**config.mk**
```make
export PLATFORM = sky130hd
export DESIGN_NAME = alu_pipe
export DESIGN_NICKNAME = d
export VERILOG_FILES = /design/src/rtl/alu_pipe.sv
export SDC_FILE = /design/constraint.sdc
export NUM_CORES = 1
export LEC_CHECK = 0
export CORE_MARGIN = 5
export CORE_UTILIZATION = 45
export CTS_BUF_LIST = sky130_fd_sc_hd__clkbuf_8
export DETAILED_ROUTE_END_ITERATION = 8
export GPL_TIMING_DRIVEN = 0
export HOLD_SLACK_MARGIN = 0.08
export PLACE_DENSITY = 0.72
export SLEW_MARGIN = 20
export SYNTH_ARGS = -nofsm -noshare
export SYNTH_HDL_FRONTEND = slang
export SYNTH_SLANG_ARGS = --single-unit
```
**constraint.sdc**
```tcl
create_clock -name clk -period 6.88 [get_ports clk]
set_input_delay 2.064 -clock clk [delete_from_list [all_inputs] [get_ports clk]]
set_output_delay 2.064 -clock clk [all_outputs]
set_load 0.02 [all_outputs]
```
**src/rtl/alu_pipe.sv**
```systemverilog
// rtl/alu_pipe.sv - handshaked 16-op ALU with registered result and iterative restoring divider
// Optional feature macro: ALU_SAT_EN (saturating add/sub).
module alu_pipe #(
    parameter int W = 4
) (
    input  logic             clk,
    input  logic             rst_n,
    input  logic             in_valid,
    output logic             in_ready,
    input  logic [W-1:0]     a,
    input  logic [W-1:0]     b,
    input  logic [3:0]       s,
    output logic             out_valid,
    input  logic             out_ready,
    output logic [2*W-1:0]   y,
    output logic             zero,
    output logic             dz
);

    typedef enum logic {
        S_IDLE,
        S_DIV
    } state_t;

    localparam int              CW       = $clog2(W);
    localparam logic [CW-1:0]   CNT_INIT = CW'(W - 1);
    localparam logic [W-1:0]    W_L      = W'(W);
    localparam logic [W:0]      W2_L     = (W + 1)'(2 * W);
    localparam logic [2*W-1:0]  LOW_ONES = {{W{1'b0}}, {W{1'b1}}};

    state_t          state_q, state_d;
    logic [CW-1:0]   cnt_q, cnt_d;
    logic [W-1:0]    dvd_q, dvd_d;
    logic [W-1:0]    dsr_q, dsr_d;
    logic [W-1:0]    quo_q, quo_d;
    logic [W-1:0]    rem_q, rem_d;
    logic            mod_q, mod_d;

    logic            ov_q, ov_d;
    logic [2*W-1:0]  y_q, y_d;
    logic            zero_q, zero_d;
    logic            dz_q, dz_d;

    logic            accept;
    logic            out_xfer;
    logic            start_div;
    logic            div_last;

    logic [2*W-1:0]  ax, bx, sum, dif;
    logic [2*W-1:0]  res;
    logic            res_dz;

    logic [W:0]      trial;
    logic [W:0]      rem_nx;
    logic            qbit;
    logic [W-1:0]    quo_nx;
    logic [2*W-1:0]  div_res;

    assign in_ready  = (state_q == S_IDLE) & (~ov_q | out_ready);
    assign accept    = in_valid & in_ready;
    assign out_xfer  = ov_q & out_ready;
    assign start_div = accept & ((s == 4'd3) | (s == 4'd4)) & (b != '0);
    assign div_last  = (state_q == S_DIV) & (cnt_q == '0);

    // Single-cycle op results; div/mod here only cover the b==0 case.
    assign ax  = {{W{1'b0}}, a};
    assign bx  = {{W{1'b0}}, b};
    assign sum = ax + bx;
    assign dif = ax - bx;

    always_comb begin
        res    = '0;
        res_dz = 1'b0;
        case (s)
            4'd0: begin
                res = sum;
`ifdef ALU_SAT_EN
                if (sum[W]) res = LOW_ONES;
`endif
            end
            4'd1: begin
                res = dif;
`ifdef ALU_SAT_EN
                if (b > a) res = '0;
`endif
            end
            4'd2:  res = ax * bx;
            4'd3: begin
                res    = LOW_ONES;
                res_dz = 1'b1;
            end
            4'd4: begin
                res    = ax;
                res_dz = 1'b1;
            end
            4'd5:  res = ax & bx;
            4'd6:  res = ax | bx;
            4'd7:  res = {{(2*W-1){1'b0}}, (a == b)};
            4'd8:  res = {{(2*W-1){1'b0}}, ((a != '0) && (b != '0))};
            4'd9:  res = {{(2*W-1){1'b0}}, ((a != '0) || (b != '0))};
            4'd10: res = (b >= W_L) ? '0 : (ax >> b);
            4'd11: res = ({1'b0, b} >= W2_L) ? '0 : (ax << b);
            4'd12: res = ax ^ bx;
            4'd13: res = {{W{1'b0}}, ~a};
            4'd14: res = {a, b};
            4'd15: res = {a, a};
            default: res = '0;
        endcase
    end

    // One restoring step: shift in the next dividend bit, subtract if it fits.
    assign trial   = {rem_q, dvd_q[W-1]};
    assign qbit    = (trial >= {1'b0, dsr_q});
    assign rem_nx  = qbit ? (trial - {1'b0, dsr_q}) : trial;
    assign quo_nx  = {quo_q[W-2:0], qbit};
    assign div_res = mod_q ? {{W{1'b0}}, rem_nx[W-1:0]} : {{W{1'b0}}, quo_nx};

    always_comb begin
        state_d = state_q;
        cnt_d   = cnt_q;
        dvd_d   = dvd_q;
        dsr_d   = dsr_q;
        quo_d   = quo_q;
        rem_d   = rem_q;
        mod_d   = mod_q;
        ov_d    = ov_q;
        y_d     = y_q;
        zero_d  = zero_q;
        dz_d    = dz_q;

        case (state_q)
            S_IDLE: begin
                if (start_div) begin
                    state_d = S_DIV;
                    cnt_d   = CNT_INIT;
                    dvd_d   = a;
                    dsr_d   = b;
                    quo_d   = '0;
                    rem_d   = '0;
                    mod_d   = (s == 4'd4);
                end
            end
            S_DIV: begin
                dvd_d = {dvd_q[W-2:0], 1'b0};
                rem_d = rem_nx[W-1:0];
                quo_d = quo_nx;
                cnt_d = cnt_q - 1'b1;
                if (cnt_q == '0) state_d = S_IDLE;
            end
            default: state_d = S_IDLE;
        endcase

        if (out_xfer) ov_d = 1'b0;

        // A new result wins over the clear so back-to-back transfers keep full rate.
        if (accept && !start_div) begin
            ov_d   = 1'b1;
            y_d    = res;
            zero_d = (res == '0);
            dz_d   = res_dz;
        end else if (div_last) begin
            ov_d   = 1'b1;
            y_d    = div_res;
            zero_d = (div_res == '0);
            dz_d   = 1'b0;
        end
    end

    always_ff @(posedge clk) begin
        if (!rst_n) begin
            state_q <= S_IDLE;
            cnt_q   <= '0;
            dvd_q   <= '0;
            dsr_q   <= '0;
            quo_q   <= '0;
            rem_q   <= '0;
            mod_q   <= 1'b0;
            ov_q    <= 1'b0;
            y_q     <= '0;
            zero_q  <= 1'b0;
            dz_q    <= 1'b0;
        end else begin
            state_q <= state_d;
            cnt_q   <= cnt_d;
            dvd_q   <= dvd_d;
            dsr_q   <= dsr_d;
            quo_q   <= quo_d;
            rem_q   <= rem_d;
            mod_q   <= mod_d;
            ov_q    <= ov_d;
            y_q     <= y_d;
            zero_q  <= zero_d;
            dz_q    <= dz_d;
        end
    end

    assign out_valid = ov_q;
    assign y         = y_q;
    assign zero      = zero_q;
    assign dz        = dz_q;

endmodule

```
**Run 1: the metal 3 layer**

Scale: 4 px per um. Cells faint in the background.
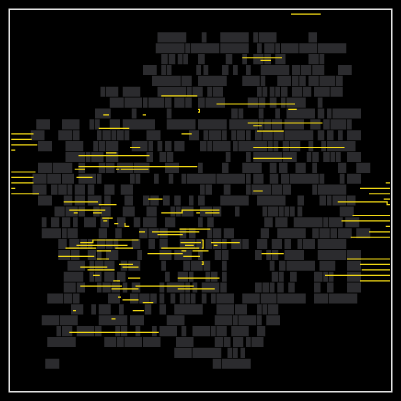
share of all routed wire	6.3%
nets with wire on the layer	81
wire length on this layer	625 um
longest straight run	29.4 um

**Run 1: clock distribution**

Scale: 4 px per um.
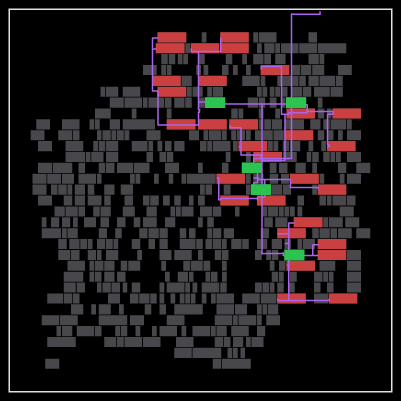
[flip-flops] red | count: 30
[clock drivers] green | count: 5
[clock wires] purple | length: 379 um
routed clock nets	6
worst-skew pair later-pin latency: 0.29 ns
Layout Skew: 0.0105 ns

**Run 1: clock routing**

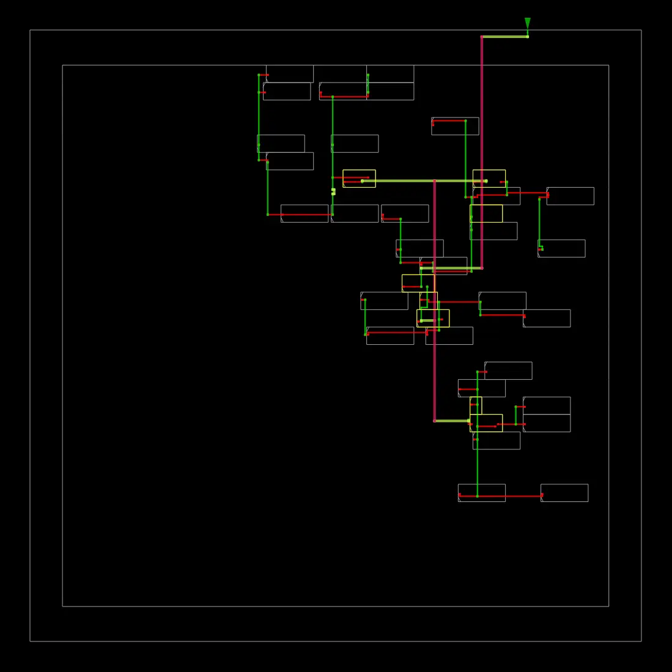
Inserted Clock Buffers: 5
Clk. pwr: 147 uW
CTS sink cnt: 30
CLK BUF: 6

**Run 1: cells colored by class**

Scale: 3 px per um.
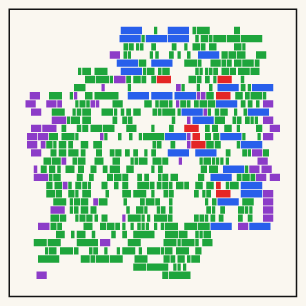
class	color	cells
flops	blue	30
combinational and other logic	green	385
other buffers and delay cells	purple	54
clock drivers and dummy loads	red	8

==> run summary, run 1 <==
HP Start -> dsr_q[2]$_SDFFE_PN0P_
Switch Pwr -> 182 uW
Port Buffers -> 27
Peak Freq -> 163 MHz
Initial DRC Count -> 304
Post-DR vias/cell -> 6.02
Final period util -> 89.4%
Post-Syn Instances -> 442
NumNets Final -> 529
Antenna Cells -> 0
Post-layout min period -> 6.15 ns
Full die area -> 0.00907 mm^2
First-pass GRT wire length -> 15,800 um
Flop pwr share -> 35.4%
Area growth from synthesis to layout -> 15.0%
Ys async rst share -> 0%
Top FF cell, synth -> dfxtp_1
Hold endpoint -> dsr_q[2]$_SDFFE_PN0P_
Post-CTS Hold Buffers -> 0
Register share after synthesis -> 18.4%
Setup TNS -> 0 ns
All-Layer GR Usage -> 22.4%
Worst Tran Pin Value -> 0.634 ns
Synth warnings -> 0
Hold WC Path Type -> register to register
Reg-to-Reg Start -> dsr_q[1]$_SDFFE_PN0P_
Pin count of the biggest net entering global routing -> 13
Clk buf depth -> 2
Maximum VDD drop -> 0.0612 mV
Status -> finished clean
Mapped cell area -> 0.00327 mm^2
Synth Area per Inst -> 7.40 um^2
Initial antenna violation count -> 0
Fp_density -> 45.6%
CP Class -> input port to register
Final number of max-transition violations -> 0
Residual DRC -> 0
Antenna-violating nets left -> 0
Cell total in the yosys stat output -> 442
HPWL after DPL -> 7870 um
Required time worst endpoint -> 7.08 ns
Startpoint types -> input port
Chip width -> 95.2 um
Slew margin rel. -> 57.6%
CTS resizes -> 0
Synth Net Count -> 495
Top cells by area -> dfxtp_1, ha_1, nand2_1
First-pass DRT Iterations -> 6
Yosys top cell by area -> dfxtp_1
CTS clk-pin slew, worst paths -> 0.07 ns
Core Area -> 0.00718 mm^2
Yosys Chip Area -> 0.00327 mm^2
Most numerous logic cell after layout -> nand2_1
R2R Setup Slk -> 4.31 ns
Root buffer cell -> clkbuf_8
DR WL/cell -> 17.4 um
Filler Cell Count -> 709
Crit path DAT -> 6.35 ns
Max_cap viols -> 0
Setup violators final -> 0
Vias in the first global route -> 3,143
Final wirelength -> 10000 um
Post-CTS setup buffer count -> 0
GRT Residual Overflow -> 0
Worst Path Max Fanout -> 10
Library cells used by synthesis -> 63
Sw Share -> 35.1%
Clk pwr share -> 28.4%
Fraction of layout cells with a size suffix above 1 -> 8.39%
Row cnt -> 31
Most numerous logic cells after layout -> nand2_1, nor2_1, a21oi_1
RSZ-0062 raised after global routing -> no
Final hold vios -> 0
Seq cells post-synth -> 30
EDFF count, synth -> 0
Worst Hold Path Cells -> 2
Power Internal -> 337 uW
Number of H-tree levels -> 2
Lkg Pwr -> 1.43 nW
Die height -> 95.2 um
Fin Hold WS -> 0.455 ns
RD Place Congestion -> 1.02
R2R depth -> 9
Setup crit end kind -> register
Comb pwr share -> 36.2%
Tool warnings -> 35
Num ports -> 28
Area share, top type -> 18.4%
Via count -> 3,469
CTS tree -> done
PD cells -> 138 mW/mm^2
RR Endpoint -> y[2]$_SDFFE_PN0P_
-- run 1: cell families after synthesis --
kind of cell / after synthesis / synth area share, %
AND-OR/OR-AND: 114 / 22.9
XOR/XNOR: 5 / 1.34
adder cells (fa/ha/maj): 38 / 16.1
buffers and inverters: 55 / 8.30
flip-flops: 30 / 18.4
multiplexers: 13 / 4.52
AND/OR/NAND/NOR: 187 / 28.5
-- run 1: area by class of cell --
type                    count  area, um^2  share of cell area (%)
multi-input cells         357        2400                    63.8
well taps                  99         124                    3.30
clock inverters             2        12.5                   0.333
plain buffers              27         166                    4.43
clock buffers               6        82.6                    2.20
inverters                  28         105                    2.80
repair buffers             27         270                    7.19
flip-flops and latches     30         601                    16.0
-- run 1: critical path: stages --
cell	delay, ns
clkdlybuf4s50_1	0.73
clkbuf_1	0.48
nand2_1	0.15
fa_1	0.56
inv_1	0.07
fa_1	0.53
inv_1	0.06
fa_1	0.43
nor2b_1	0.18
o21a_1	0.13
nor2_1	0.04
xnor2_1	0.14
a211oi_1	0.39
nand4_1	0.14
o31ai_1	0.23
-- run 1: worst max-delay path by stage --
stage,slack (ns),start,end
CTS,0.72,a[1],zero$_SDFFE_PN0P_
global route,0.54,a[1],zero$_SDFFE_PN0P_
finish,0.73,a[1],zero$_SDFFE_PN0P_
floorplan,1.78,a[1],zero$_SDFFE_PN0P_
global placement,0.54,a[1],zero$_SDFFE_PN0P_
detailed placement,0.45,a[1],zero$_SDFFE_PN0P_
-- run 1: per-layer routing --
metal	routed length, um	vias up	share of wire (%)	track usage, %
li1	-	1653	-	-
met1	4470	1622	45	30.7
met2	4590	169	46	36.8
met3	625	25	6.3	2.05
met4	303	0	3.0	7.57
met5	0	-	0	0
-- run 1: sequential cells by signal (all words and copies together), names as in the netlist --
| name | flops |
|---|---|
| dsr_q | 4 |
| cnt_q | 2 |
| rem_q | 4 |
| dvd_q | 4 |
| zero | 1 |
| quo_q | 3 |
| y | 8 |
| mod_q | 1 |
| dz | 1 |
| state_q | 1 |
| out_valid | 1 |
-- run 1: cells in the mapped netlist (6+ instances only) --
master and number:
inv_1 26, clkbuf_1 12, nor2b_1 14, a211oi_1 8
fa_1 7, nor3_1 14, ha_1 30, buf_2 8
dfxtp_1 30, nor2_1 46, a21oi_1 36, o21ai_0 18
nand3_1 14, nand3b_1 11, a22oi_1 6, a31oi_1 8
nand2_1 52, mux2i_1 8
-- run 1: through the flow --
stage / instance area [um^2] / setup WS (ns) / util [%] / cells / power, mW
finish: 3760 / 0.730 / 52.4 / 576 / 0.518
global route: 3760 / 0.538 / 52.4 / 576 / 0.548
CTS: 3760 / 0.725 / 52.4 / 576 / 0.518
detailed placement: 3660 / 0.453 / 51.1 / 568 / 0.372
global placement: 3660 / 0.538 / 51.1 / 568 / 0.368
floorplan: 3270 / 1.78 / - / 442 / 0.310
-- run 1: power groups by stage --
| stage | Combinational (mW) | Clock (mW) | Sequential (mW) |
|---|---|---|---|
| global route | 0.205 | 0.158 | 0.184 |
| global placement | 0.181 | 0 | 0.187 |
| finish | 0.188 | 0.147 | 0.184 |
| CTS | 0.185 | 0.150 | 0.184 |
| detailed placement | 0.184 | 0 | 0.187 |
| floorplan | 0.118 | 0 | 0.192 |
==> run 2, diff against run 1 <==
--- a/config.mk
+++ b/config.mk
@@ -5,13 +5,15 @@
 export SDC_FILE = /design/constraint.sdc
 export NUM_CORES = 1
 export LEC_CHECK = 0
+export CELL_PAD_IN_SITES_DETAIL_PLACEMENT = 1
+export CELL_PAD_IN_SITES_GLOBAL_PLACEMENT = 1
 export CORE_MARGIN = 5
 export CORE_UTILIZATION = 45
 export CTS_BUF_LIST = sky130_fd_sc_hd__clkbuf_8
 export DETAILED_ROUTE_END_ITERATION = 8
 export GPL_TIMING_DRIVEN = 0
 export HOLD_SLACK_MARGIN = 0.08
-export PLACE_DENSITY = 0.72
+export PLACE_DENSITY = 0.91
 export SLEW_MARGIN = 20
 export SYNTH_ARGS = -nofsm -noshare
 export SYNTH_HDL_FRONTEND = slang
**Run 2: I/O nets highlighted**

Scale: 4 px per um.
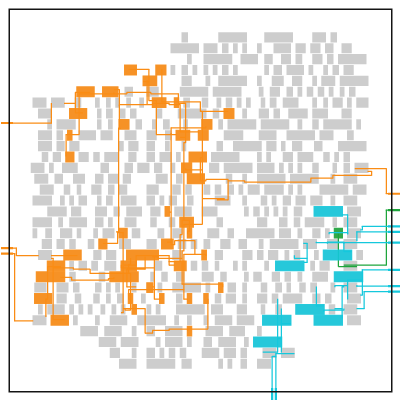
port	color	direction	edge	end cells	buffers	wire
y	cyan	output	6 right, 2 bottom	8	8	190 um
a	orange	input	3 left, 1 right	42	8	734 um
out_ready	green	input	right	1	1	37.9 um

==> run 2 against run 1 <==
Routed wire length grew 15%. Final area shrank 0.13%. Critical path type unchanged. Area after synthesis is the same. Synthesized cell count is the same. Via count grew 2.7%. Global-route usage grew 3.5 points. Non-clock buffer count is the same. Setup slack gained 0.13 ns. First-iteration DRC count shrank 22%. Clock skew shrank 0.0012 ns. Sequential cell count is the same.
==> run summary, run 2 <==
Reg-to-Reg Start -> rem_q[0]$_SDFFE_PN0P_
Library cells used by synthesis -> 63
Final wirelength -> 11,500 um
Max_cap viols -> 0
Post-synthesis simple-gate area fraction -> 28.5%
Setup violators final -> 0
Total power draw -> 521 uW
Setup TNS -> 0 ns
CTS clk-pin slew, worst paths -> 0.07 ns
Fraction of layout cells with a size suffix above 1 -> 8.39%
Die height -> 95.2 um
Worst-skew pair later-pin latency -> 0.29 ns
FA/HA/MAJ Cells, Area Fraction -> 16.1%
Hold WC Path Type -> register to register
Lkg Pwr -> 1.43 nW
CP Class -> input port to register
Antenna Cells -> 0
Crit path from -> a[1]
Startpoint types -> input port
Post-Syn Instances -> 442
Worst Path Max Fanout -> 10
Post-layout min period -> 6.02 ns
Antenna-violating nets left -> 0
Port Buffers -> 27
Post-CTS Hold Buffers -> 0
DP Area -> 0.00366 mm^2
Tool warnings -> 35
Finished Core Util -> 52.3%
Mapped cell area -> 0.00327 mm^2
Chip width -> 95.2 um
Initial antenna violation count -> 0
Top FF cell, synth -> dfxtp_1
Final number of max-transition violations -> 0
Via count -> 3,564
Max reg flops -> 8
Top cells by count, synth -> nand2_1, nor2_1, a21oi_1
DR WL/cell -> 20.0 um
Layout Skew -> 0.00928 ns
Yosys Chip Area -> 0.00327 mm^2
Initial DRC Count -> 236
Vias in the first global route -> 3,621
Num ports -> 28
Required time worst endpoint -> 7.09 ns
XORs/XNORs by Area -> 1.34%
Final hold vios -> 0
Ys async rst share -> 0%
Filler Cell Count -> 931
Most numerous logic cell after layout -> nand2_1
HP Start -> dsr_q[1]$_SDFFE_PN0P_
Crit path DAT -> 6.23 ns
Maximum VDD drop -> 0.0601 mV
Synth Area per Inst -> 7.40 um^2
Post-DR vias/cell -> 6.19
CTS resizes -> 0
Full die area -> 0.00907 mm^2
First-pass DRT Iterations -> 5
Area share, top type -> 18.4%
PD cells -> 139 mW/mm^2
Clk buf depth -> 2
Final period util -> 87.4%
Register share after synthesis -> 18.4%
RSZ-0062 raised after global routing -> no
Area fraction in mux cells -> 4.52%
Row cnt -> 31
HPWL after DPL -> 9050 um
Peak Freq -> 166 MHz
Slew margin rel. -> 61.0%
Fp_density -> 45.6%
CTS tree -> done
Core Area -> 0.00718 mm^2
Yosys top cell by instances -> nand2_1
Synth warnings -> 0
Residual DRC -> 0
Seq cells post-synth -> 30
All-Layer GR Usage -> 25.9%
Yosys top cell by area -> dfxtp_1
Setup crit end kind -> register
Top comb family, area -> simple AND/OR/NAND/NOR gates
NumNets Final -> 529
Top cells by area -> dfxtp_1, ha_1, nand2_1
Area growth from synthesis to layout -> 14.8%
Pin count of the biggest net entering global routing -> 13
Worst Tran Pin Value -> 0.579 ns
First-pass GRT wire length -> 18,400 um
Final Cell Area -> 0.00375 mm^2
Most numerous logic cells after layout -> nand2_1, nor2_1, a21oi_1
Complex Gates by Area -> 22.9%
Number of H-tree levels -> 2
Post-CTS setup buffer count -> 0
Cell total in the yosys stat output -> 442
Inserted Clock Buffers -> 5
Synth Net Count -> 495
RD Place Congestion -> 1.07
EDFF count, synth -> 0
CTS sink cnt -> 30
Status -> finished clean
GRT Residual Overflow -> 0
Root buffer cell -> clkbuf_8
-- run 2: final timing paths --
kind	depth (start not counted)	slack [ns]	endpoint
worst max-delay path	15	0.86	zero$_SDFFE_PN0P_
worst min-delay path	2	0.46	dsr_q[1]$_SDFFE_PN0P_
worst max register to register	8	4.26	y[2]$_SDFFE_PN0P_
worst min register to register	2	0.46	dsr_q[1]$_SDFFE_PN0P_
-- run 2: critical path, stage by stage --
cell and delay, ns:
clkdlybuf4s50_1 0.67, clkbuf_1 0.46, nand2_1 0.15, fa_1 0.53, inv_1 0.06, fa_1 0.56
inv_1 0.08, fa_1 0.54, inv_1 0.05, o21ai_0 0.19, o2bb2ai_1 0.10, o21ai_0 0.21
o211ai_1 0.14, and3_2 0.23, o31ai_1 0.20
-- run 2: power breakdown --
part           internal (mW)  total (mW)  switching (mW)
Clock                 0.0709       0.146          0.0747
Sequential             0.180       0.184         0.00358
Combinational         0.0764       0.192           0.116
Total                  0.327       0.521           0.194
-- run 2: area by class of cell --
cell class,instances,area [um^2],area share [%]
repair buffers,27,270,7.20
multi-input cells,357,2400,63.9
inverters,28,105,2.80
flip-flops and latches,30,601,16.0
clock inverters,3,21.3,0.567
well taps,99,124,3.30
plain buffers,27,166,4.43
clock buffers,5,68.8,1.83
-- run 2: metal layers --
layer  track usage [%]  up-vias  part of all wire, %
met5                 0        -                    0
met4              12.7        0                  4.2
met3              2.92       41                  6.0
met2              44.6      159                   48
met1              31.9     1714                   42
li1                  -     1650                    -
-- run 2: cells by family (layout without fill, tap and decap cells) --
| kind of cell | after synthesis | after routing |
|---|---|---|
| AOI/OAI and AO/OA | 114 | 114 |
| xor gates and xnor gates | 5 | 5 |
| adders and majority gates | 38 | 38 |
| buffers and inverters | 55 | 90 |
| DFF | 30 | 30 |
| muxes | 13 | 13 |
| and+or+nand+nor | 187 | 187 |
-- run 2: through the flow --
| step | hold WS, ns | setup slack, ns | cells |
|---|---|---|---|
| CTS | 0.460 | 0.877 | 576 |
| global placement | 0.444 | 0.670 | 568 |
| global route | 0.490 | 0.616 | 576 |
| floorplan | 0.436 | 1.78 | 442 |
| detailed placement | 0.450 | 0.582 | 568 |
| finish | 0.457 | 0.864 | 576 |
==> run 3, diff against run 2 <==
--- a/config.mk
+++ b/config.mk
@@ -5,6 +5,7 @@
 export SDC_FILE = /design/constraint.sdc
 export NUM_CORES = 1
 export LEC_CHECK = 0
+export CAP_MARGIN = 10
 export CELL_PAD_IN_SITES_DETAIL_PLACEMENT = 1
 export CELL_PAD_IN_SITES_GLOBAL_PLACEMENT = 1
 export CORE_MARGIN = 5
**Run 3: clock routing**

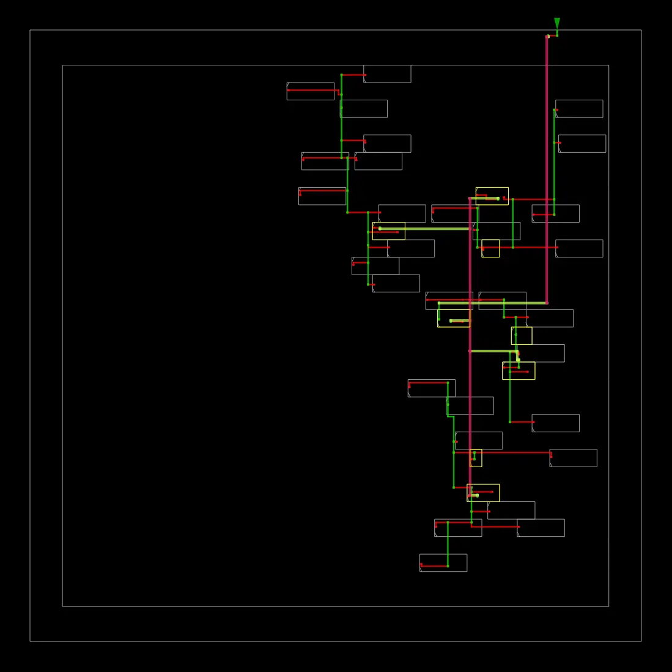
seq_cells: 30
Layout Skew: 0.00928 ns
CLK BUF: 5
Clk. pwr: 146 uW

==> run 3 against run 2 <==
Count of clock-buffer cells in the layout stayed put. Via count stayed put. Clock power hardly changed. Global-route usage stayed put. Hold slack stayed put. Final area stayed put. Die area stayed put. Utilization stayed put. Non-clock buffer count stayed put. Sequential share of layout area stayed put. Setup slack stayed put. Power stayed put. Critical path type unchanged.
==> run summary, run 3 <==
Status -> finished clean
Post-CTS setup buffer count -> 0
R2R Setup Slk -> 4.26 ns
Core Area -> 0.00718 mm^2
Synth Net Count -> 495
CTS clk-pin slew, worst paths -> 0.07 ns
Fraction of layout cells with a size suffix above 1 -> 8.39%
Setup violators final -> 0
Antenna Cells -> 0
First-pass GRT wire length -> 18,400 um
Initial antenna violation count -> 0
Row cnt -> 31
Yosys top cell by instances -> nand2_1
Setup slack after layout -> 0.864 ns
CTS sink cnt -> 30
PD cells -> 139 mW/mm^2
Most numerous logic cell after layout -> nand2_1
Startpoint types -> input port
CTS resizes -> 0
GRT Residual Overflow -> 0
Seq cells post-synth -> 30
Residual DRC -> 0
Most numerous logic cells after layout -> nand2_1, nor2_1, a21oi_1
Initial DRC Count -> 236
Vias in the first global route -> 3,621
Slew margin rel. -> 61.0%
RSZ-0062 raised after global routing -> no
Top comb family, area -> simple AND/OR/NAND/NOR gates
Maximum VDD drop -> 0.0601 mV
Setup TNS -> 0 ns
Place WS -> 0.582 ns
Full die area -> 0.00907 mm^2
Top FF cell, synth -> dfxtp_1
Register share after synthesis -> 18.4%
Pin count of the biggest net entering global routing -> 13
Mapped cell area -> 0.00327 mm^2
Filler Cell Count -> 931
R2R depth -> 8
Final hold vios -> 0
DP Area -> 0.00366 mm^2
RD Place Congestion -> 1.07
Final period util -> 87.4%
Inserted Clock Buffers -> 5
Peak Freq -> 166 MHz
CP Class -> input port to register
NumNets Final -> 529
Hold endpoint -> dsr_q[1]$_SDFFE_PN0P_
Worst-skew pair later-pin latency -> 0.29 ns
Top cells by area -> dfxtp_1, ha_1, nand2_1
First-pass DRT Iterations -> 5
Yosys top cell by area -> dfxtp_1
Top cells by count, synth -> nand2_1, nor2_1, a21oi_1
Post-synthesis simple-gate area fraction -> 28.5%
Root buffer cell -> clkbuf_8
Post-layout min period -> 6.02 ns
RR Endpoint -> y[2]$_SDFFE_PN0P_
Final wirelength -> 11,500 um
XORs/XNORs by Area -> 1.34%
Crit path DAT -> 6.23 ns
Num ports -> 28
Worst Tran Pin Value -> 0.579 ns
Post-CTS Hold Buffers -> 0
Area fraction in mux cells -> 4.52%
Library cells used by synthesis -> 63
CTS tree -> done
Complex Gates by Area -> 22.9%
All-Layer GR Usage -> 25.9%
Synth warnings -> 0
Finished Core Util -> 52.3%
Layout Cells excl Fill -> 576
Cell total in the yosys stat output -> 442
Final number of max-transition violations -> 0
Antenna-violating nets left -> 0
FA/HA/MAJ Cells, Area Fraction -> 16.1%
Post-Syn Instances -> 442
Fp_density -> 45.6%
Area growth from synthesis to layout -> 14.8%
Setup crit end kind -> register
Lkg Pwr -> 1.43 nW
Worst Path Max Fanout -> 10
Post-DR vias/cell -> 6.19
Placed Cells -> 568
DR WL/cell -> 20.0 um
Port Buffers -> 27
Area share, top type -> 18.4%
Ys async rst share -> 0%
Number of H-tree levels -> 2
HPWL after DPL -> 9050 um
Synth Area per Inst -> 7.40 um^2
Die height -> 95.2 um
Max_cap viols -> 0
Chip width -> 95.2 um
HP Start -> dsr_q[1]$_SDFFE_PN0P_
Reg-to-Reg Start -> rem_q[0]$_SDFFE_PN0P_
Tool warnings -> 35
EDFF count, synth -> 0
Max reg flops -> 8
Required time worst endpoint -> 7.09 ns
Yosys Chip Area -> 0.00327 mm^2
Hold WC Path Type -> register to register
Via count -> 3,564
Final Cell Area -> 0.00375 mm^2
Worst Hold Path Cells -> 2
Clk buf depth -> 2
## run 3: cell counts after synthesis
No cell type changed its count.
## run 3: kinds of logic after synthesis
group                      count (synthesis)
adders and majority gates                 38
AOI/OAI and AO/OA                        114
DFF                                       30
xor gates and xnor gates                   5
buffers and inverters                     55
muxes                                     13
and+or+nand+nor                          187
## run 3: cell type report
| cell class | instances | area, um^2 | area share [%] |
|---|---|---|---|
| flip-flops and latches | 30 | 601 | 16.0 |
| multi-input cells | 357 | 2400 | 63.9 |
| clock inverters | 3 | 21.3 | 0.567 |
| repair buffers | 27 | 270 | 7.20 |
| plain buffers | 27 | 166 | 4.43 |
| inverters | 28 | 105 | 2.80 |
| clock buffers | 5 | 68.8 | 1.83 |
| well taps | 99 | 124 | 3.30 |
## run 3: how the worst max path moves through the flow
stage	from	endpoint	slack (ns)	cells past startpoint
3_3_place_gp	a[1]	zero$_SDFFE_PN0P_	0.67	15
4_1_cts	a[1]	zero$_SDFFE_PN0P_	0.88	15
2_1_floorplan	a[1]	zero$_SDFFE_PN0P_	1.78	14
6_report	a[1]	zero$_SDFFE_PN0P_	0.86	15
5_1_grt	a[1]	zero$_SDFFE_PN0P_	0.62	15
3_5_place_dp	a[1]	zero$_SDFFE_PN0P_	0.58	15
## run 3: per-layer routing
| metal | share of wire [%] | track usage [%] | wire [um] |
|---|---|---|---|
| met2 | 48 | 44.6 | 5510 |
| met1 | 42 | 31.9 | 4860 |
| met5 | 0 | 0 | 0 |
| met3 | 6.0 | 2.92 | 689 |
| met4 | 4.2 | 12.7 | 481 |
## run 3: power by group
part	leakage (nW)	internal [mW]	switching (mW)
combinational	1.14	0.0764	0.116
clock	0.0441	0.0709	0.0747
sequential	0.243	0.180	0.00358
total	1.43	0.327	0.194
## run 3: per-stage QoR
step	power [mW]	hold slack, ns
global route	0.549	0.490
floorplan	0.310	0.436
global placement	0.368	0.444
CTS	0.516	0.460
detailed placement	0.376	0.450
finish	0.521	0.457
## run 3: critical path: stages
cell	delay, ns
clkdlybuf4s50_1	0.67
clkbuf_1	0.46
nand2_1	0.15
fa_1	0.53
inv_1	0.06
fa_1	0.56
inv_1	0.08
fa_1	0.54
inv_1	0.05
o21ai_0	0.19
o2bb2ai_1	0.10
o21ai_0	0.21
o211ai_1	0.14
and3_2	0.23
o31ai_1	0.20
Power is estimated from default activity; no workload was simulated.
